## src/rtl/zz_block_scheduler.sv

```systemverilog
// -----------------------------------------------------------------------------
// zz_block_scheduler
//
// Frame-level sequencer for the quantiser/ZigZag stage. For each 8x8 block it
// waits until the DCT buffer holds a block and the entropy encoder is ready,
// then drives the ZigZag start level for 64 cycles while stepping a 6-bit
// coefficient index, releases the DCT buffer, and lets the ZigZag pipeline
// drain before moving to the next block. Blocks are counted per MCU and MCUs
// per frame; component / quant-table selects follow the block position.
//
// Build option:
//   SUBSAMPLE_422_EN  defined   -> 4:2:2, 4 blocks per MCU (Y,Y,Cb,Cr)
//                     undefined -> 4:2:0, 6 blocks per MCU (Y,Y,Y,Y,Cb,Cr)
//
// Ports:
//   sys_clk      in   clock, rising edge
//   sys_rst      in   synchronous reset, active-high
//   frame_start  in   1-cycle pulse, starts a frame (honoured in IDLE only)
//   dct_blk_rdy  in   DCT buffer holds a complete block
//   enc_ready    in   downstream encoder can take a new block
//   zz_start     out  ZigZag start level, high for the 64 feed cycles
//   coef_idx     out  coefficient index fed this cycle (0..63)
//   dct_blk_ack  out  1-cycle pulse on the last feed cycle
//   comp_id      out  0=Y 1=Cb 2=Cr
//   qtab_sel     out  0=luma table, 1=chroma table
//   zz_valid     out  zz_start delayed ZZ_LAT cycles
//   zz_last      out  coefficient 63 marker delayed ZZ_LAT cycles
//   blk_in_mcu   out  block index inside the current MCU
//   mcu_x/mcu_y  out  current MCU column / row
//   busy         out  high whenever not IDLE
//   frame_done   out  1-cycle pulse after the last block of a frame drains
// -----------------------------------------------------------------------------
module zz_block_scheduler #(
    parameter int MCU_W  = 20,
    parameter int MCU_H  = 15,
    parameter int CNT_W  = 8,
    parameter int ZZ_LAT = 2
) (
    input  logic             sys_clk,
    input  logic             sys_rst,
    input  logic             frame_start,
    input  logic             dct_blk_rdy,
    input  logic             enc_ready,
    output logic             zz_start,
    output logic [5:0]       coef_idx,
    output logic             dct_blk_ack,
    output logic [1:0]       comp_id,
    output logic             qtab_sel,
    output logic             zz_valid,
    output logic             zz_last,
    output logic [2:0]       blk_in_mcu,
    output logic [CNT_W-1:0] mcu_x,
    output logic [CNT_W-1:0] mcu_y,
    output logic             busy,
    output logic             frame_done
);

`ifdef SUBSAMPLE_422_EN
    localparam int YB  = 2;
    localparam int BPM = 4;
`else
    localparam int YB  = 4;
    localparam int BPM = 6;
`endif

    localparam int DW = (ZZ_LAT > 1) ? $clog2(ZZ_LAT) : 1;

    localparam logic [1:0] ST_IDLE  = 2'd0;
    localparam logic [1:0] ST_WAIT  = 2'd1;
    localparam logic [1:0] ST_FEED  = 2'd2;
    localparam logic [1:0] ST_DRAIN = 2'd3;

    logic [1:0]       state_q, state_d;
    logic [5:0]       coef_q, coef_d;
    logic [DW-1:0]    drain_q, drain_d;
    logic [2:0]       blk_q, blk_d;
    logic [CNT_W-1:0] mcux_q, mcux_d;
    logic [CNT_W-1:0] mcuy_q, mcuy_d;
    logic             done_q, done_d;
    logic [ZZ_LAT-1:0] valid_sr_q, valid_sr_d;
    logic [ZZ_LAT-1:0] last_sr_q, last_sr_d;

    logic feed;
    logic last_coef;
    logic frame_end;

    assign feed      = (state_q == ST_FEED);
    assign last_coef = feed && (coef_q == 6'd63);
    assign frame_end = (blk_q == 3'(BPM - 1)) &&
                       (mcux_q == CNT_W'(MCU_W - 1)) &&
                       (mcuy_q == CNT_W'(MCU_H - 1));

    always_comb begin
        state_d = state_q;
        coef_d  = coef_q;
        drain_d = drain_q;
        blk_d   = blk_q;
        mcux_d  = mcux_q;
        mcuy_d  = mcuy_q;
        done_d  = 1'b0;
        case (state_q)
            ST_IDLE: begin
                // The frame_done cycle is still part of the finished frame,
                // so a start request landing on it is dropped.
                if (frame_start && !done_q) begin
                    state_d = ST_WAIT;
                    blk_d   = '0;
                    mcux_d  = '0;
                    mcuy_d  = '0;
                end
            end
            ST_WAIT: begin
                if (dct_blk_rdy && enc_ready) begin
                    state_d = ST_FEED;
                    coef_d  = 6'd0;
                end
            end
            ST_FEED: begin
                // 63 + 1 wraps to 0, leaving the index clean for the next block.
                coef_d = coef_q + 6'd1;
                if (coef_q == 6'd63) begin
                    state_d = ST_DRAIN;
                    drain_d = '0;
                end
            end
            default: begin
                drain_d = drain_q + DW'(1);
                if (drain_q == DW'(ZZ_LAT - 1)) begin
                    if (frame_end) begin
                        state_d = ST_IDLE;
                        done_d  = 1'b1;
                    end else begin
                        state_d = ST_WAIT;
                        if (blk_q == 3'(BPM - 1)) begin
                            blk_d = '0;
                            if (mcux_q == CNT_W'(MCU_W - 1)) begin
                                mcux_d = '0;
                                mcuy_d = mcuy_q + CNT_W'(1);
                            end else begin
                                mcux_d = mcux_q + CNT_W'(1);
                            end
                        end else begin
                            blk_d = blk_q + 3'd1;
                        end
                    end
                end
            end
        endcase
    end

    // Output-alignment delay lines: stage 0 takes the live feed flags,
    // each later stage copies its predecessor.
    genvar gi;
    generate
        for (gi = 0; gi < ZZ_LAT; gi++) begin : g_dly
            if (gi == 0) begin : g_head
                assign valid_sr_d[gi] = feed;
                assign last_sr_d[gi]  = last_coef;
            end else begin : g_tail
                assign valid_sr_d[gi] = valid_sr_q[gi-1];
                assign last_sr_d[gi]  = last_sr_q[gi-1];
            end
        end
    endgenerate

    always_ff @(posedge sys_clk) begin
        if (sys_rst) begin
            state_q    <= ST_IDLE;
            coef_q     <= '0;
            drain_q    <= '0;
            blk_q      <= '0;
            mcux_q     <= '0;
            mcuy_q     <= '0;
            done_q     <= 1'b0;
            valid_sr_q <= '0;
            last_sr_q  <= '0;
        end else begin
            state_q    <= state_d;
            coef_q     <= coef_d;
            drain_q    <= drain_d;
            blk_q      <= blk_d;
            mcux_q     <= mcux_d;
            mcuy_q     <= mcuy_d;
            done_q     <= done_d;
            valid_sr_q <= valid_sr_d;
            last_sr_q  <= last_sr_d;
        end
    end

    assign zz_start    = feed;
    assign coef_idx    = coef_q;
    assign dct_blk_ack = last_coef;
    assign comp_id     = (blk_q < 3'(YB))  ? 2'd0 :
                         (blk_q == 3'(YB)) ? 2'd1 : 2'd2;
    assign qtab_sel    = (comp_id != 2'd0);
    assign zz_valid    = valid_sr_q[ZZ_LAT-1];
    assign zz_last     = last_sr_q[ZZ_LAT-1];
    assign blk_in_mcu  = blk_q;
    assign mcu_x       = mcux_q;
    assign mcu_y       = mcuy_q;
    assign busy        = (state_q != ST_IDLE);
    assign frame_done  = done_q;

endmodule

```

## config.mk

```make
export PLATFORM = sky130hd
export DESIGN_NAME = zz_block_scheduler
export DESIGN_NICKNAME = d
export VERILOG_FILES = /design/src/rtl/zz_block_scheduler.sv
export SDC_FILE = /design/constraint.sdc
export NUM_CORES = 1
export LEC_CHECK = 0
export CORE_UTILIZATION = 51
export DETAILED_ROUTE_END_ITERATION = 16
export PLACE_DENSITY_LB_ADDON = 0.05
export SYNTH_ARGS = -nofsm -noshare
export SYNTH_HDL_FRONTEND = slang
export SYNTH_SLANG_ARGS = --single-unit
```

## constraint.sdc

```tcl
create_clock -name sys_clk -period 2.25 [get_ports sys_clk]
set_input_delay 0.225 -clock sys_clk [delete_from_list [all_inputs] [get_ports sys_clk]]
set_output_delay 0.225 -clock sys_clk [all_outputs]
set_load 0.02 [all_outputs]
```

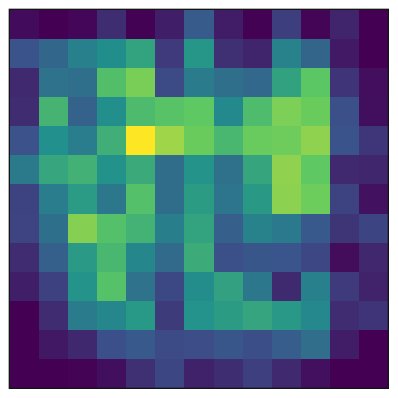
*Wiring heat map*
Scale: 6 px per um. 13 x 13 tiles, from dark purple (low) to yellow (high), scaled to the fullest tile. Values are wire area over tile area, all layers added.
The fullest tile reaches 0.52. The mean over all tiles is 0.18. 30% of the tiles are over half the peak.

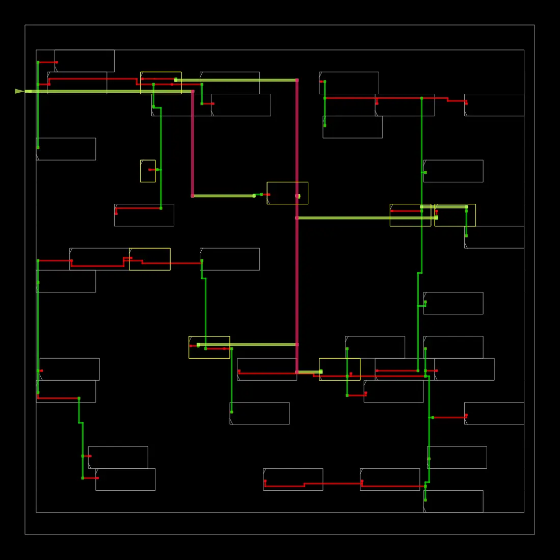
*The clock network*
registers: 33
layout clock buffer count: 7

==> run notes <==
Results of an implementation run.

The iteration-0 DRC count of the detailed router is 182. The CTS tree is yes. The number of cell instances on the worst register-to-register path is 5.

Of all flip-flops after synthesis, the portion carrying an async set or reset was 0. The horizontal extent of the die is 62.9 um. The cell family contributing the most delay on the critical path is AND-OR/OR-AND gates. The static leakage power is 0.000903 uW. The aggregate routed wire length is 4.52 mm. STA classifies the critical path startpoint as a flip-flop. For the worst-skew pair, the clock arrives at the later sink with an insertion delay of about 0.29 ns. The detailed-route vias per instance is 5.93. The cell-mix breakdown from Yosys lists the adder-cell area share as 0.0529. The post-detailed-route wirelength per cell is 14.1 um.

The clock tree root buffer cell is clkbuf_8. The fraction of final cell area spent on clock buffers and inverters in this run is 0.0401. Excluding fillers, the count of instances in the completed layout stands at between 300 and 400.

In this run, synthesis inferred 0 flip-flops with an integrated enable. The fraction of cell area in multi-input combinational cells is reported as 0.464. The number of instances in the synthesized netlist is 222. The layout report lists the multi-input gate area as 1170 um^2. The initial utilization of the core area, before any placement, comes to 0.550. The number of maximum-capacitance violations recorded for the run is 0. The detailed-route wire length on metal 1 is ~2.1 mm. The core area is 3440 um^2.

The routability congestion estimate from global placement is 0.877. The instance area at placement is 2400 um^2. The post-synthesis share of cell area spent on xor and xnor gates is 0.0185. Per the post-CTS timing run, clock transition at the registers of the reported paths is around 0.07 ns. The met3 wire length is 244 um. The initialized floorplan defines 21 standard-cell rows. The die extent in y is 62.9 um.

The quantity of I/O buffers inserted on ports is 38. The clock network power is 495 uW. Synthesis inferred 33 register bits. The worst setup path endpoint is mcu_y[6]$_SDFFE_PP0P_. The end-of-flow timing check tallies setup violations at 0. Registers take 661 um^2.

The area of the die is 3960 um^2. Max fanout on the critical path was recorded as 8. The biggest slice of the total power is consumed by combinational cells. The post-route utilization of the core is recorded as 0.734. The cell count in the Yosys report is approximately 220. The path class of the tightest hold or removal check is reg2reg. The multi-input combinational gate total is 170. For hold timing, the worst endpoint is last_sr_q[1]$_SDFF_PP0_. The final layout report lists a non-clock buffer count of 53. Entering global routing, the biggest net connects 27 pins.

The final max-slew violation count is 0. met3 track demand over resource after global routing is 0.0693. The layout overhead on the synthesized area is 33.4%. The startpoint of the worst setup timing path is mcu_x[4]$_SDFFE_PP0P_. Timing would allow up to 465 MHz.

The per-instance average area after synthesis is 8.53 um^2. The number of gates given a new drive strength after cts is 0. After layout, the minimum clock period comes to 2.15 ns. The class of the most critical setup path is reg2reg.

In this design, the stage delay of the slowest critical-path cell is ~0.50 ns. The clock net sink count is 33. The critical path depth is 5. The sequential share of power is 0.338. For reference, the top cells by count after synthesis are dfxtp_1 (33), nor2_1 (19), nand2_1 (12). The first global-routing pass estimated 7.56 mm of wire. The filler cell count in the final layout is approximately 260. The flow ran to the end, and the final reports show no timing, DRC or antenna violations.

At floorplan, the net count of the design was reported as 235. Per the final report, the share of cell area in non-clock buffers is 0.196. Hold timing on the final database bottoms out at a slack of 0.437 ns. The number of buffers inserted during clock tree synthesis is 5.

STA classifies the critical path endpoint as a flip-flop. The remaining antenna violation count after routing is 0. The reg-to-reg endpoint is mcu_y[6]$_SDFFE_PP0P_.

The met2 layer wire length in the routed design is 2.11 mm.
Power figures rest on the tool's default switching activity, not on a simulated workload.
